### config.mk
export PLATFORM = sky130hd
export DESIGN_NAME = pulse_stretcher_flat
export DESIGN_NICKNAME = d
export VERILOG_FILES = /design/src/rtl/pulse_stretcher_pkg.sv /design/src/rtl/pulse_stretcher_if.sv /design/src/rtl/pulse_stretcher_rise_detect.sv /design/src/rtl/pulse_stretcher.sv /design/src/flat_wrapper.sv
export SDC_FILE = /design/constraint.sdc
export NUM_CORES = 1
export LEC_CHECK = 0
export CORE_AREA = 2 2 50 47
export DETAILED_ROUTE_END_ITERATION = 8
export DIE_AREA = 0 0 52 49
export HOLD_SLACK_MARGIN = 0.05
export PLACE_DENSITY = 0.79
export SLEW_MARGIN = 20
export SYNTH_ARGS = -nofsm -noshare
export SYNTH_HDL_FRONTEND = slang
export SYNTH_HIERARCHICAL = 1
export SYNTH_SLANG_ARGS = --single-unit
### constraint.sdc
create_clock -name clk -period 5.4 [get_ports clk]
set_input_delay 1.08 -clock clk [delete_from_list [all_inputs] [get_ports clk]]
set_output_delay 1.08 -clock clk [all_outputs]
set_load 0.02 [all_outputs]
### src/rtl/pulse_stretcher_pkg.sv
// Shared types and constants for the pulse stretcher: FSM state encoding,
// the default drop-counter width and the counter sizing helper.
package pulse_stretch_pkg;

  typedef enum logic [1:0] {
    IDLE = 2'd0,
    HOLD = 2'd1,
    GAP  = 2'd2
  } stretch_state_t;

  localparam int DROP_W_DEFAULT = 8;

  // Phase counter must hold HOLD_CYCLES-1 and GAP_CYCLES-1; never narrower than one bit.
  function automatic int cnt_width(input int hold, input int gap);
    int m;
    m = 2;
    if (hold > m) m = hold;
    if (gap > m) m = gap;
    return $clog2(m);
  endfunction

endpackage

### src/rtl/pulse_stretcher_if.sv
// Event-in / pulse-out bundle between core logic and the pulse stretcher.
// The slave side is the stretcher; the master side is whoever raises events.
interface pulse_stretcher_if
  import pulse_stretch_pkg::*;
#(
  parameter int DROP_W = DROP_W_DEFAULT
);
  logic              in;
  logic              out;
  logic              busy;
  logic [DROP_W-1:0] drop_cnt;

  modport slave (
    input  in,
    output out,
    output busy,
    output drop_cnt
  );

  modport master (
    output in,
    input  out,
    input  busy,
    input  drop_cnt
  );
endinterface

### src/rtl/pulse_stretcher_rise_detect.sv
// Rising-edge detector: one register plus AND. The register resets high so a
// level already asserted when reset releases does not count as an edge.
module rise_detect (
  input  logic clk,
  input  logic reset,
  input  logic i_in,
  output logic o_ev
);
  logic r_inQ;

  always_ff @(posedge clk) begin
    if (!reset) r_inQ <= 1'b1;
    else        r_inQ <= i_in;
  end

  assign o_ev = i_in & ~r_inQ;
endmodule

### src/rtl/pulse_stretcher.sv
// Stretches each rising edge of bus.in into one HOLD_CYCLES-wide pulse plus a
// GAP_CYCLES low gap, with one buffered request. Option: PULSE_STRETCH_RETRIGGER_EN.
module pulse_stretcher
  import pulse_stretch_pkg::*;
#(
  parameter int HOLD_CYCLES = 8,
  parameter int GAP_CYCLES  = 2,
  parameter int DROP_W      = DROP_W_DEFAULT
) (
  input  logic                clk,
  input  logic                reset,
  pulse_stretcher_if.slave    bus
);
  localparam int CW = cnt_width(HOLD_CYCLES, GAP_CYCLES);
  localparam logic [CW-1:0] HOLD_LOAD = CW'(HOLD_CYCLES - 1);
  localparam logic [CW-1:0] GAP_LOAD  = (GAP_CYCLES > 0) ? CW'(GAP_CYCLES - 1) : '0;
`ifdef PULSE_STRETCH_RETRIGGER_EN
  localparam bit RETRIGGER = 1'b1;
`else
  localparam bit RETRIGGER = 1'b0;
`endif

  stretch_state_t    r_state, w_stateNext;
  logic [CW-1:0]     r_cnt, w_cntNext;
  logic              r_pending, w_pendNext;
  logic              r_out, r_busy;
  logic [DROP_W-1:0] r_dropCnt;
  logic              w_ev, w_evQueue, w_dropInc;

  rise_detect u_rise (
    .clk   (clk),
    .reset (reset),
    .i_in  (bus.in),
    .o_ev  (w_ev)
  );

  // w_evQueue marks an event that no transition consumed this cycle.
  always_comb begin
    w_stateNext = r_state;
    w_cntNext   = r_cnt;
    w_pendNext  = r_pending;
    w_evQueue   = 1'b0;
    w_dropInc   = 1'b0;
    case (r_state)
      IDLE: begin
        if (w_ev) begin
          w_stateNext = HOLD;
          w_cntNext   = HOLD_LOAD;
        end
      end
      HOLD: begin
        if (RETRIGGER && w_ev) begin
          w_cntNext = HOLD_LOAD;
        end else if (r_cnt == '0) begin
          if (GAP_CYCLES > 0) begin
            w_stateNext = GAP;
            w_cntNext   = GAP_LOAD;
            w_evQueue   = w_ev;
          end else if (r_pending || w_ev) begin
            w_cntNext  = HOLD_LOAD;
            w_pendNext = r_pending & w_ev;
          end else begin
            w_stateNext = IDLE;
          end
        end else begin
          w_cntNext = r_cnt - 1'b1;
          w_evQueue = w_ev;
        end
      end
      GAP: begin
        if (r_cnt == '0) begin
          if (r_pending || w_ev) begin
            w_stateNext = HOLD;
            w_cntNext   = HOLD_LOAD;
            w_pendNext  = r_pending & w_ev;
          end else begin
            w_stateNext = IDLE;
          end
        end else begin
          w_cntNext = r_cnt - 1'b1;
          w_evQueue = w_ev;
        end
      end
      default: begin
        w_stateNext = IDLE;
        w_cntNext   = '0;
        w_pendNext  = 1'b0;
      end
    endcase
    if (w_evQueue) begin
      if (!r_pending) w_pendNext = 1'b1;
      else            w_dropInc  = 1'b1;
    end
  end

  always_ff @(posedge clk) begin
    if (!reset) begin
      r_state   <= IDLE;
      r_cnt     <= '0;
      r_pending <= 1'b0;
      r_out     <= 1'b0;
      r_busy    <= 1'b0;
      r_dropCnt <= '0;
    end else begin
      r_state   <= w_stateNext;
      r_cnt     <= w_cntNext;
      r_pending <= w_pendNext;
      r_out     <= (w_stateNext == HOLD);
      r_busy    <= (w_stateNext != IDLE) | w_pendNext;
      if (w_dropInc && (r_dropCnt != {DROP_W{1'b1}}))
        r_dropCnt <= r_dropCnt + 1'b1;
    end
  end

  assign bus.out      = r_out;
  assign bus.busy     = r_busy;
  assign bus.drop_cnt = r_dropCnt;
endmodule

### src/flat_wrapper.sv
// flat-port wrapper written by rule: the top's interface ports become plain ports
module pulse_stretcher_flat import pulse_stretch_pkg::*;
#(
  parameter int HOLD_CYCLES = 8,
  parameter int GAP_CYCLES  = 2,
  parameter int DROP_W      = DROP_W_DEFAULT
)
  (clk, reset, bus_in, bus_out, bus_busy, bus_drop_cnt);
  pulse_stretcher_if #(.DROP_W(DROP_W)) bus_i ();
  input  logic clk;
  input  logic reset;
  input wire logic [$bits(bus_i.in)-1:0] bus_in;
  output wire logic [$bits(bus_i.out)-1:0] bus_out;
  output wire logic [$bits(bus_i.busy)-1:0] bus_busy;
  output wire logic [$bits(bus_i.drop_cnt)-1:0] bus_drop_cnt;
  assign bus_i.in = bus_in;
  assign bus_out = bus_i.out;
  assign bus_busy = bus_i.busy;
  assign bus_drop_cnt = bus_i.drop_cnt;
  pulse_stretcher #(.HOLD_CYCLES(HOLD_CYCLES), .GAP_CYCLES(GAP_CYCLES), .DROP_W(DROP_W)) u_core (.clk(clk), .reset(reset), .bus(bus_i));
endmodule
Fig. 1: run 1, metal 2
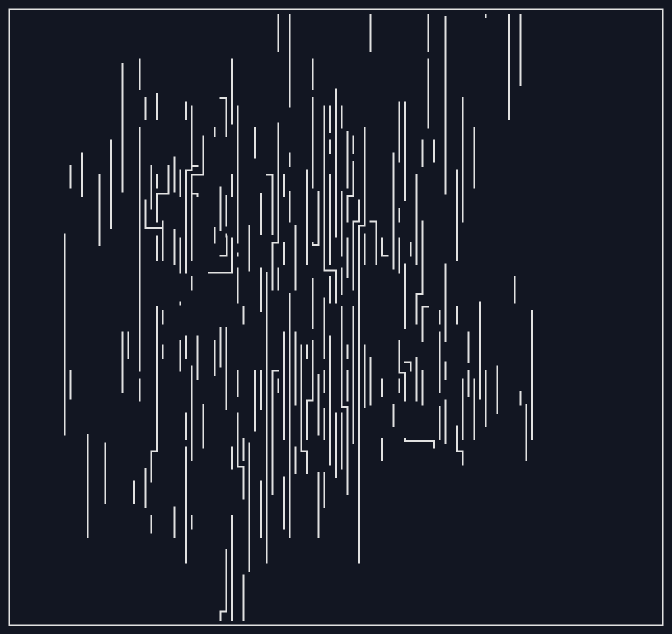
share of all routed wire: 45%
main direction: vertical
nets with wire on the layer: 112
met2 Usage GRT: 25.11%
vias: 860
drt total wl: 1.958 mm

Fig. 2: run 1, routing congestion map
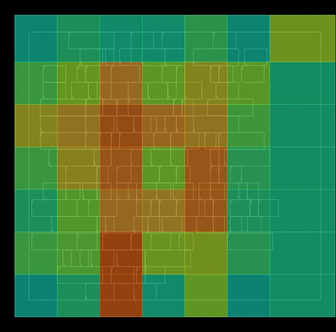
met1 usage: 24.57%
Tot GR Track Use: 17.16%
Util after Layout: 54.19%

==> summary.txt, run 1 <==
yosys + openroad results -> cell at the slowest stage of the critical path or4_1, Simple Share, Synth 29.70%, Synth flops 17, P per Cell Area 229.3 nW/um2, status finished, final reports clean, synth unique cells 41, Max FO, Critical Path 12, Final min period 2.556 ns, RSZ-0062 raised after global routing no, CP arrival 2.78 ns, Rel. slew slack 49.37%, most frequent cell after synthesis dfxtp_1, CTS Hold Bufs 0, Post-DP Area 1091 um2, Logic area 578.1 um2, Yosys warning total 6, Antenna Cells 0, Top Layer Used met4, first-pass GRT wire length 3.394 mm, Max-area cell share 35.28%, Syn-to-layout area delta 15.82%, Yosys chip area 964.7 um2, post-CTS setup repair buffer count 0, clock sink count 17, Netlist Area Pre-Place 964.7 um2, TNS Setup 0 ns, Num CTS Buffers 3, fa+ha+maj area frac 6.485%, Final period util 47.33%, clk_lat worst skew 0.29 ns, final worst slack 2.844 ns, Boundary Pins 13, WL met1 990 um, Sw Ratio 28.94%, worst hold-check path type flip-flop to flip-flop, Leak 0.4103 nW, Crit Path Category input port to flip-flop, fmax 391.3 MHz
Fig. 3: run 1, selected gate families
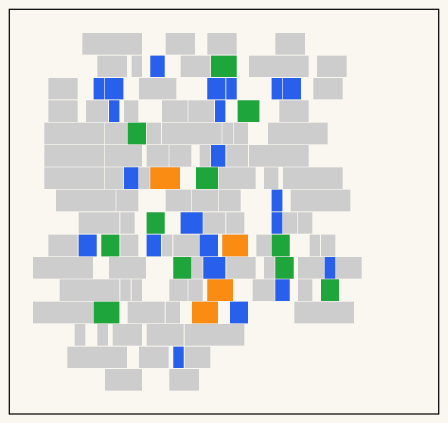
legend:
  AND-OR and OR-AND gates:
    colour: orange
    cells: 4
    most_used: a31o_1
  AND and OR gates:
    colour: green
    cells: 11
    most_used: or3_1
  NAND gates:
    colour: blue
    cells: 22
    most_used: nand2_1
fraction of area in multi-input gates: 51.74%
most frequent logic cell in the layout: dfxtp_1
Final Non-Filler Cells: 149

Fig. 4: run 1, cell area per tile
10 x 10 tiles, from white (low) to dark blue (high), 0 to 100% covered.
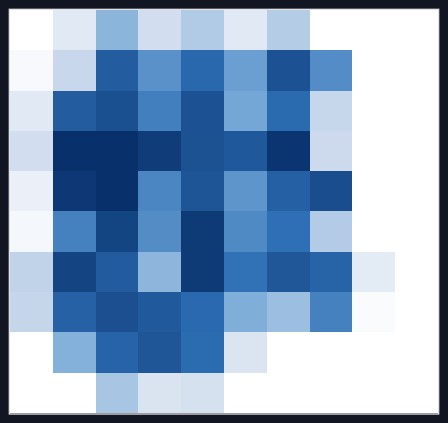
emptiest ninth of the die: bottom right
tiles over 75% full: 32%
densest ninth of the die: middle
fullest tile: 100%
core area: 2062 um2
FP Core Util: 46.78%

==> run 1: layout by cell type (no fill, tap or decap), types with 3 or more instances in the layout <==
cell              n
nor2_1            6
clkdlybuf4s50_1  12
o21ai_0           5
clkbuf_4          3
nand3_1           5
nand2b_1          5
a21oi_1           7
inv_1             5
or3_1             3
ha_1              5
dfxtp_1          17
o31ai_1           4
nand2_1           9
==> run 1: final cells by class <==
type	count	share of cell area, %
clock buffers	4	2.352
inverters	5	1.680
multi-input cells	84	51.74
flip-flops and latches	17	30.46
well taps	27	3.024
repair buffers	12	10.75
==> run 1: registers in the layout, summed over array words and instances, names as in the netlist <==
signal               cells
u_core/r_state           2
u_core/r_pending         1
u_core/bus.drop_cnt      8
u_core/bus.busy          1
u_core/r_cnt             3
u_core/u_rise/r_inQ      1
u_core/bus.out           1
==> run 1: path summary, 6_finish.rpt <==
path	startpoint	to	slack, ns	cells past startpoint
worst min-delay path	u_core/bus.drop_cnt[7]	u_core/bus.drop_cnt[7]	0.49	2
worst min register to register	u_core/bus.drop_cnt[7]	u_core/bus.drop_cnt[7]	0.49	2
worst max register to register	u_core/r_state[1]	u_core/bus.drop_cnt[4]	3.48	5
worst max-delay path	bus_in	u_core/bus.drop_cnt[4]	2.84	6
==> run 1: power groups by stage <==
stage               clock (mW)  sequential (mW)  combinational [mW]
floorplan                    0            0.143              0.0371
global placement             0            0.144              0.0462
detailed placement           0            0.144              0.0472
CTS                     0.0697            0.141              0.0476
global route            0.0767            0.143              0.0532
finish                  0.0673            0.141              0.0476
==> run 1: worst max-delay path, delay by kind of cell <==
kind / cells / cell delay, ns
buffers and inverters: 1 / 0.47
AOI/OAI and AO/OA: 2 / 0.30
and+or+nand+nor: 3 / 0.93
==> run 2: changes to the inputs <==
Settings changed: CORE_AREA 2 2 50 47 to 2 2 51 48, DIE_AREA 0 0 52 49 to 0 0 53 50.
Clock period 5.4 ns to 2.3 ns, I/O delays scaled along.
Fig. 5: run 2, metal 2
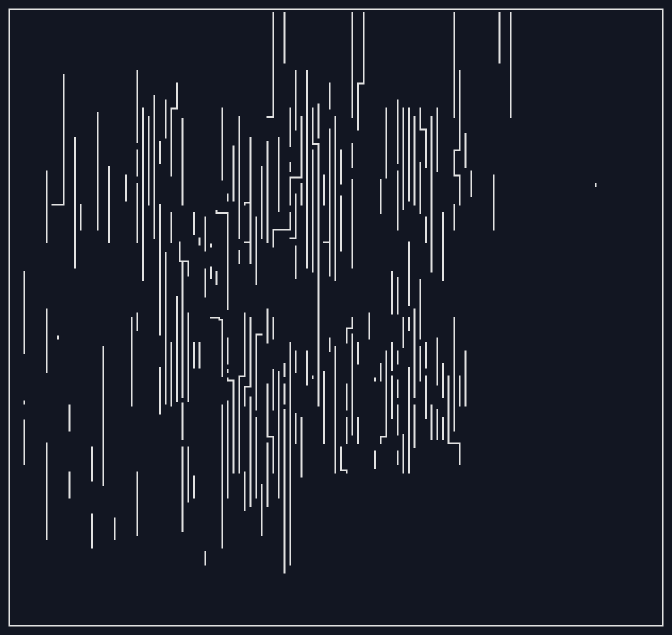
nets with wire on the layer: 106
share of all routed wire: 46%
met2 Usage GRT: 23.96%
drt total wl: 1.999 mm
vias: 871

==> run 2 against run 1 <==
  * Die size is 4.0% higher
  * Via count is 1.3% higher
  * Core utilization is 0.32 points lower
  * Count of clock-buffer cells in the layout stayed put
  * Total power is 140% higher
  * Worst setup slack worse by 2.5 ns
  * Critical endpoint is now u_core/bus.busy
  * Largest power group unchanged
==> summary.txt, run 2 <==
yosys + openroad results -> most frequent cell after synthesis dfxtp_1, TNS Setup 0 ns (unchanged), Largest register FFs 8 (unchanged), Yosys chip area 964.7 um2 (unchanged), CTS Hold Bufs 0 (unchanged), fmax slightly above 500 MHz, status finished, final reports clean, CP arrival 2.11 ns (-0.67 ns), Max-area cell share 35.28% (unchanged), Rel. slew slack 52.30% (+2.9 points), Yosys warning total 6 (unchanged), Synth flops 17 (unchanged), Post-DP Area 1106 um2 (+1.4%), Final Non-Filler Cells 151 (+1.3%), Final min period 1.929 ns, core area 2102 um2 (+1.9%), Num CTS Buffers 3 (unchanged), clk_lat worst skew 0.29 ns (about the same), most frequent logic cell in the layout dfxtp_1, clock sink count 17 (unchanged), FP Core Util 45.89% (-0.89 points), cell at the slowest stage of the critical path dfxtp_1, Top cells excl fill/tap dfxtp_1 (17), clkdlybuf4s50_1 (12), nand2_1 (9), final worst slack 0.3715 ns (-2.473 ns), Crit Path Category flip-flop to flip-flop, P per Cell Area 537.7 nW/um2 (+130%), first-pass GRT wire length 3.443 mm (+1.4%), Boundary Pins 13 (unchanged), Max Cap Viol 0, Leak 0.4193 nW (+2.2%), Antenna Cells 0 (unchanged), post-CTS setup repair buffer count 0 (unchanged), Syn-to-layout area delta 17.38%, Max FO, Critical Path 8 (-4), RSZ-0062 raised after global routing no, crit-path leading delay family simple AND/OR/NAND/NOR gates, Final period util 83.85%
Fig. 6: run 2, routing congestion map
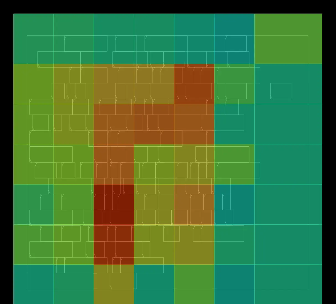
Tot GR Track Use: 16.81%
GRT busiest layer: met1
met3 Track Usage GR: 2.727%
wire length per cell: 13.24 um
Util after Layout: 53.87%

[run 2: power by group]
part           switching, mW  internal (mW)  total [mW]  leakage (nW)
logic                 0.0619         0.0513       0.113         0.266
clock network         0.0966         0.0673       0.164        0.0150
registers             0.0216          0.310       0.332         0.138
total                  0.180          0.429       0.609         0.419
[run 2: area by class of cell]
cell class / instances / area, um2
fill: 198 / 969.7
sequential: 17 / 340.3
inverter: 5 / 18.77
multi-input combinational: 84 / 578.1
tap: 27 / 33.78
timing repair buffer: 14 / 135.1
clock buffer: 4 / 26.28
[run 2: cell families (layout without fill, tap and decap cells)]
family,count (synthesis),after routing,share of synthesized area [%]
flops,17,17,35.28
compound gates,30,30,21.66
simple gates,47,47,29.70
buf+inv,9,23,4.799
mux,2,2,2.075
fa+ha+maj,5,5,6.485
[run 2: path summary, 6_finish.rpt]
path                               start                      to  slack [ns]  cells after the start
hold / removal    u_core/bus.drop_cnt[5]  u_core/bus.drop_cnt[5]        0.51                      2
setup / recovery       u_core/r_state[0]         u_core/bus.busy        0.37                      6
setup reg to reg       u_core/r_state[0]         u_core/bus.busy        0.37                      6
hold reg to reg   u_core/bus.drop_cnt[5]  u_core/bus.drop_cnt[5]        0.51                      2
[run 2: metal layers]
| layer | GRT usage, % | vias up | wire length [um] |
|---|---|---|---|
| li1 | - | 437 | - |
| met1 | 25.94 | 401 | 962 |
| met2 | 23.96 | 33 | 923 |
| met3 | 2.727 | 0 | 114 |
| met4 | 4.274 | 0 | 0 |
| met5 | 0 | - | 0 |
[run 2: worst reg2reg max path, cell delays in order, from the launching register on]
cell	delay (ns)
dfxtp_1	0.43
inv_1	0.09
ha_1	0.30
or2_2	0.36
nand3b_1	0.10
a31o_1	0.20
or3b_1	0.36
Power and IR drop assume default switching activity.
